Figure 1. Drive-strength map.
(2 px per um)
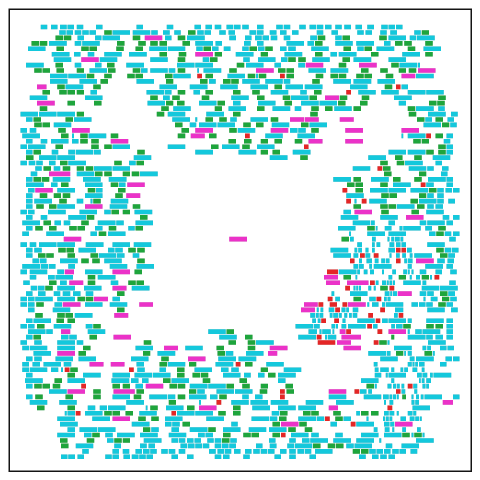
Figure 2. Gate-type map.
(2 px per um)
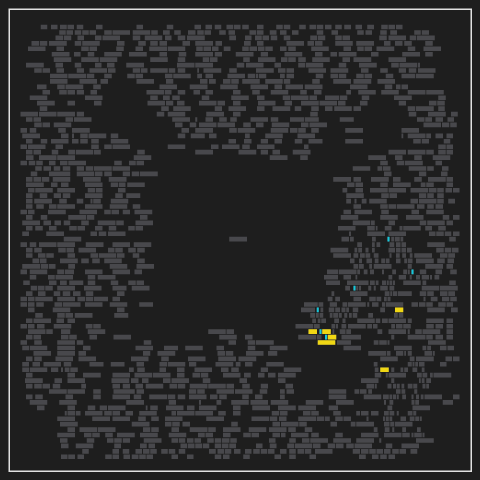
Figure 3. Routing congestion map.
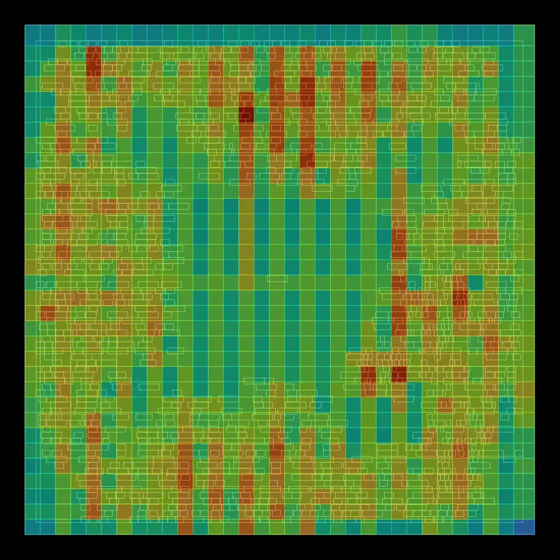
==> src/rtl/pipe_stage_buf.sv <==
// Generic inter-stage pipeline register carrying payload + control with valid/ready, kill and flush.
// Latency: 1 cycle push->out_valid; 1 entry/cycle sustained throughput with out_ready held high.
// Backpressure: SKID=1 absorbs one extra entry and drives a registered in_ready; SKID=0 uses combinational in_ready.
module pipe_stage_buf #(
    parameter int                 DATA_W    = 128,
    parameter int                 CTRL_W    = 16,
    parameter logic [CTRL_W-1:0]  KILL_MASK = '0,
    parameter int                 SKID      = 1,
    parameter int                 CNT_W     = 16
) (
    input  logic              clk,
    input  logic              rst,
    input  logic              in_valid,
    output logic              in_ready,
    input  logic [DATA_W-1:0] in_data,
    input  logic [CTRL_W-1:0] in_ctrl,
    input  logic              in_kill,
    input  logic              flush,
    output logic              out_valid,
    input  logic              out_ready,
    output logic [DATA_W-1:0] out_data,
    output logic [CTRL_W-1:0] out_ctrl,
    input  logic              cnt_clr,
    output logic [CNT_W-1:0]  stall_cnt,
    output logic [CNT_W-1:0]  bubble_cnt
);

    // Main output register: this is what the downstream stage sees.
    logic              main_vld;
    logic [DATA_W-1:0] main_dat;
    logic [CTRL_W-1:0] main_ctl;

    // Handshake qualifiers; flush wins over any same-cycle transfer.
    logic              push;
    logic              pop;
    logic [CTRL_W-1:0] wr_ctl;

    // Performance counters.
    logic [CNT_W-1:0]  stall_q;
    logic [CNT_W-1:0]  bubble_q;
    logic              stall_evt;
    logic              bubble_evt;

    assign push = in_valid & in_ready & ~flush;
    assign pop  = main_vld & out_ready;

    // Killed entries have their masked control bits cleared before they are
    // written, so a partially masked word never reaches the output.
    assign wr_ctl = in_kill ? (in_ctrl & ~KILL_MASK) : in_ctrl;

    assign out_valid = main_vld;
    assign out_data  = main_dat;
    assign out_ctrl  = main_ctl;

    generate
        if (SKID != 0) begin : g_skid
            typedef enum logic [1:0] {
                ST_EMPTY = 2'd0,
                ST_ONE   = 2'd1,
                ST_FULL  = 2'd2
            } state_t;

            state_t            state_q;
            logic              rdy_q;
            logic              skid_vld;
            logic [DATA_W-1:0] skid_dat;
            logic [CTRL_W-1:0] skid_ctl;

            // rdy_q tracks (next state != FULL) so in_ready is a clean flop output.
            assign in_ready = rdy_q;

            // Two-entry FSM: the main register always holds the older entry,
            // the skid register only fills when the main entry is stalled.
            always_ff @(posedge clk or negedge rst) begin
                if (!rst) begin
                    state_q  <= ST_EMPTY;
                    rdy_q    <= 1'b0;
                    main_vld <= 1'b0;
                    main_dat <= '0;
                    main_ctl <= '0;
                    skid_vld <= 1'b0;
                    skid_dat <= '0;
                    skid_ctl <= '0;
                end else if (flush) begin
                    state_q  <= ST_EMPTY;
                    rdy_q    <= 1'b1;
                    main_vld <= 1'b0;
                    skid_vld <= 1'b0;
                end else begin
                    case (state_q)
                        ST_EMPTY: begin
                            rdy_q <= 1'b1;
                            if (push) begin
                                main_vld <= 1'b1;
                                main_dat <= in_data;
                                main_ctl <= wr_ctl;
                                state_q  <= ST_ONE;
                            end
                        end
                        ST_ONE: begin
                            if (push && pop) begin
                                main_dat <= in_data;
                                main_ctl <= wr_ctl;
                                rdy_q    <= 1'b1;
                            end else if (push) begin
                                skid_vld <= 1'b1;
                                skid_dat <= in_data;
                                skid_ctl <= wr_ctl;
                                state_q  <= ST_FULL;
                                rdy_q    <= 1'b0;
                            end else if (pop) begin
                                main_vld <= 1'b0;
                                state_q  <= ST_EMPTY;
                                rdy_q    <= 1'b1;
                            end else begin
                                rdy_q    <= 1'b1;
                            end
                        end
                        ST_FULL: begin
                            // in_ready is low here, so only a pop can happen.
                            if (pop) begin
                                main_dat <= skid_dat;
                                main_ctl <= skid_ctl;
                                skid_vld <= 1'b0;
                                state_q  <= ST_ONE;
                                rdy_q    <= 1'b1;
                            end else begin
                                rdy_q    <= 1'b0;
                            end
                        end
                        default: begin
                            state_q  <= ST_EMPTY;
                            rdy_q    <= 1'b1;
                            main_vld <= 1'b0;
                            skid_vld <= 1'b0;
                        end
                    endcase
                end
            end
        end else begin : g_single
            // Accept whenever the slot is empty or is being drained this cycle;
            // held low while reset is asserted.
            assign in_ready = rst & (~main_vld | out_ready);

            // Single register: load on push, empty on pop without push.
            always_ff @(posedge clk or negedge rst) begin
                if (!rst) begin
                    main_vld <= 1'b0;
                    main_dat <= '0;
                    main_ctl <= '0;
                end else if (flush) begin
                    main_vld <= 1'b0;
                end else if (push) begin
                    main_vld <= 1'b1;
                    main_dat <= in_data;
                    main_ctl <= wr_ctl;
                end else if (pop) begin
                    main_vld <= 1'b0;
                end
            end
        end
    endgenerate

    assign stall_evt  = main_vld & ~out_ready & ~flush;
    assign bubble_evt = push & in_kill;

    // Saturating stall counter; clear beats increment.
    always_ff @(posedge clk or negedge rst) begin
        if (!rst) begin
            stall_q <= '0;
        end else if (cnt_clr) begin
            stall_q <= '0;
        end else if (stall_evt && (stall_q != {CNT_W{1'b1}})) begin
            stall_q <= stall_q + 1'b1;
        end
    end

    // Saturating bubble counter; clear beats increment.
    always_ff @(posedge clk or negedge rst) begin
        if (!rst) begin
            bubble_q <= '0;
        end else if (cnt_clr) begin
            bubble_q <= '0;
        end else if (bubble_evt && (bubble_q != {CNT_W{1'b1}})) begin
            bubble_q <= bubble_q + 1'b1;
        end
    end

    assign stall_cnt  = stall_q;
    assign bubble_cnt = bubble_q;

endmodule

==> config.mk <==
export PLATFORM = sky130hd
export DESIGN_NAME = pipe_stage_buf
export DESIGN_NICKNAME = d
export VERILOG_FILES = /design/src/rtl/pipe_stage_buf.sv
export SDC_FILE = /design/constraint.sdc
export NUM_CORES = 1
export LEC_CHECK = 0
export CORE_MARGIN = 5
export CORE_UTILIZATION = 30
export DETAILED_ROUTE_END_ITERATION = 12
export GPL_ROUTABILITY_DRIVEN = 0
export PLACE_DENSITY = 0.57
export SLEW_MARGIN = 40
export SYNTH_ARGS = -nofsm -noshare
export SYNTH_HDL_FRONTEND = slang
export SYNTH_SLANG_ARGS = --single-unit
export TNS_END_PERCENT = 10
==> constraint.sdc <==
create_clock -name clk -period 2.5 [get_ports clk]
set_input_delay 0.5 -clock clk [delete_from_list [all_inputs] [get_ports clk]]
set_output_delay 0.5 -clock clk [all_outputs]
set_load 0.01 [all_outputs]
==> notes.md <==
Item: results of the latest flow run.

- Per the timing report, the most critical flop-to-flop path finishes at out_data[23].
- During I/O placement, the number of pins put on the boundary was 329.
- Synthesis handed over a netlist of 1,015 instances.
- Looking at the VDD voltage map, the peak drop is between 0.5 and 0.6 mV.
- The clock buffer count is 58.
- The placement stage leaves a total instance area of about 19,000 um2.
- Across the placement rows, the number of tap cells is 615.
- The number of buffer cells added on primary ports is 328.
- After synthesis, the netlist uses 40 different library cells.
- The clock transition at the register clock pins on the worst setup and hold paths after CTS is 60 ps.
- The critical path depth in cells is 8.
- The chip area is 53,000 um2.
- The most common cell in the netlist is mux2_2.
- The half-perimeter wire length after detailed placement is 26,900 um.
- The yosys synthesis chip area is about 15,000 um2.
- The ratio of total power to cell area is 1090 nW/um2.
- The register area is 8110 um2.
- The transition at the pin with the smallest max-transition slack is 590 ps.
- The OpenROAD warning count is 29.
- The number of instances in the placed design is 1,975.
- Counting along the longest clock path gives a buffer depth of 3.
- For hold timing, the worst endpoint is out_data[124].
- Per STA, the highest per-stage delay on the worst path measures 450 ps.
- In this run the standard cell core region covers approximately 48,000 um2.
- The vertical die dimension is 230 um.
- STA classifies the critical path endpoint as a register.
- The total power of the final layout is 22,200 uW.
- The script logs the ratio of routed vias to standard cells as 4.70.
- Detailed-route iteration 0 reported a violation count of 387.
- The number of remaining DRC errors is 0.
- After layout, the setup clock skew is reported as 15.5 ps.
- Yosys mapped a number of flops with a built-in enable equal to 0.
- The clock network area share is 0.0588.
- The die is roughly 230 um wide.
- Per the post-synthesis report, the nets total 1,172.
- The pre-CTS setup check shows a worst slack of -322 ps.
- The largest net degree at the start of global routing is around 80.
- The largest fanout on the critical path is 13.
- Per STA, the startpoint of the critical path is g_skid.state_q[0].
- The total wire length is 37,900 um.
- The OpenROAD report gives the critical path a required time of approximately 2900 ps.
- The buffering stage count on the worst path with inverters included is 3.
- The area fraction of the largest cell type after synthesis is 0.557.
- By startpoint and endpoint, the worst setup path is classified as reg -> reg.
- By area the synthesized netlist is led by dfrtp_1 56%, mux2_2 30%, mux2_1 4.6%.
- The setup TNS is 0 ps.
- For this run, the final setup violation count is recorded as 0.
- The cell type of the slowest stage on the worst timing path is or4_4.
- The number of cells on the worst hold path is 1.
- The number of combinational gates with multiple inputs is 628.
- The top layer used by detailed routing is met5.
- Per STA, the endpoint of the critical path is out_data[23].
- As reported, the later end of the worst-skew pair has a clock insertion delay of 540 ps.
- The number of global-route vias before repair was 10,300.
- The startpoint identified for the worst register-to-register timing path is g_skid.state_q[0].
- Clock tree synthesis selected as its root buffer the cell clkbuf_16.
- The number of sequential cells reported for the layout is 324.
- The repair_antennas step left the layout with diodes totalling 1.
- After global routing the overflow that remains totals 0.
- The layout has 6 inverters outside the clock class.
- The hold violation count in the final report is 0.
- The cell type with the highest aggregate area in the netlist is dfrtp_1.
- The fraction of power spent switching nets is 0.282.
- Of the synthesized area, sequential elements account for 0.557.
- Nets still carrying antenna violations after routing amount to 0.
- The reg-to-reg setup timing slack is 150 ps.
- For this run, the post-layout net count is 1,561.
- The met2 layer usage reported by global route is 0.236.
- The power report attributes to the sequential group a share of 0.403.
- TritonCTS built the clock tree.
- The internal portion of the total power is 15,900 uW.
- The worst pin sits at a relative slew slack of 0.607.
- For reference, the post-synthesis area per instance comes to around 14 um2.
- STA shows the worst reg2reg path with a cell count of 8.
- Counting flops and latches in the post-synthesis netlist gives about 320.
- The initial cell density of the core is 0.304.
- The cell family contributing the most delay on the critical path is buffers and inverters.
- The number of H-tree branching levels is 2.
- Per the timing report, the achievable frequency comes out to 426 MHz.
- The fraction of layout instances using a drive strength above 1 is 0.364.
- The post-synthesis cell area is 14,500 um2.
- Counting flops with an async set or reset pin after synthesis yields a share of 1.00.
- The share of the cycle needed by the critical path after routing is 0.940.
- Setup repair after global routing left no endpoint under its margin.
- The worst hold slack is 487 ps.
- After detailed routing, the met2 layer carries 18,200 um of wire.
- The routed metal-1 wirelength is about 17,000 um.
- The relative contribution of the clock network to total power is 0.246.
- The number of cells in Yosys stat is about 1,000.
- For this run, the leading register cell type out of synthesis is dfrtp_1.
- In the final layout, the fill cell count is 4,457.
- The post-layout minimum cycle time is roughly 2400 ps.
- The area-dominant cell class after layout is flip-flops and latches.
- The data arrival time of the critical path is 2770 ps.
- The utilization after layout is 0.427.
- The number of antenna violations at the first check in global routing was 3.
- In this run the maximum-capacitance check reported violations numbering 0.
- The flop share of the area is 0.397.
- The static leakage is 0.00836 uW.
- The run finished with clean final reports.
Notes on Figure 1 above:
size	color	cells	share	most used
_3 and _4 cells	red	57	4.0%	buf_4
_0 and _1 cells	cyan	908	64%	clkdlybuf4s50_1
_6 and larger	magenta	72	5.0%	clkbuf_16
_2 cells	green	390	27%	mux2_2
count of buffers not belonging to the clock network in the layout: 406
area delta synth->final: 40.5%
crit path setup slack, layout: 150 ps
post-route standard cell area excluding fillers: 20,400 um2

Notes on Figure 2 above:
family	color	cells	most used
inv cells	cyan	6	inv_1
fa/ha/maj cells	yellow	6	ha_1
Top cell excl fill/tap: mux2_2
multi-input logic portion of the cell area: 0.301
post-layout instance count excluding filler cells: 2,043

Notes on Figure 3 above:
met1 capacity usage during global routing: 0.176
routed len/inst: 18.6 um
combined global-route utilization of all metal layers: 0.140

cell families (layout without fill, tap and decap cells):
kind of cell	after synthesis	after routing	synth area share
mux	450	450	0.348
flops	324	324	0.557
simple gates	121	121	0.0468
buf+inv	63	475	0.0210
compound gates	51	51	0.0214
fa+ha+maj	6	6	0.00516
other cells	0	1	0
registers in the layout (all words and copies together), names as in the netlist:
name	flops
stall_cnt	16
out_valid	1
out_data	128
out_ctrl	16
g_skid.state_q	2
bubble_cnt	16
in_ready	1
g_skid.skid_dat	128
g_skid.skid_ctl	16
cell usage in the layout, fill, tap and decap left out, types with 5 or more instances in the layout:
| master | count |
|---|---|
| mux2_1 | 60 |
| nor2_1 | 25 |
| mux2_2 | 388 |
| nand3_1 | 11 |
| a21oi_1 | 22 |
| clkbuf_8 | 5 |
| o31ai_1 | 8 |
| a211oi_1 | 5 |
| inv_1 | 6 |
| ha_1 | 5 |
| clkdlybuf4s50_1 | 327 |
| dfrtp_1 | 324 |
| nor4_1 | 7 |
| buf_4 | 54 |
| or4_1 | 9 |
| nand4_1 | 10 |
| buf_12 | 22 |
| nand2b_1 | 7 |
| nor3_1 | 8 |
| nor2b_1 | 15 |
| clkbuf_16 | 39 |
| o21ai_0 | 8 |
| nand2_1 | 10 |
| clkbuf_1 | 14 |
power by group through the flow:
stage          Sequential (uW)  Clock, uW  Combinational (uW)
2_1_floorplan             9220          0                3410
3_3_place_gp              8990          0                7720
3_5_place_dp              9050          0                7890
4_1_cts                   9000       5660                7930
5_1_grt                   9240       5840                8390
6_report                  8950       5460                7790
repair_timing:
action,4_1_cts,5_1_grt
hold buffers,1,0
gates resized,0,1
setup endpoints to repair,0,120
buffers inserted,0,3
endpoints found under the hold margin,51,0
No activity file was given, so power comes from the tool's default toggle rates.
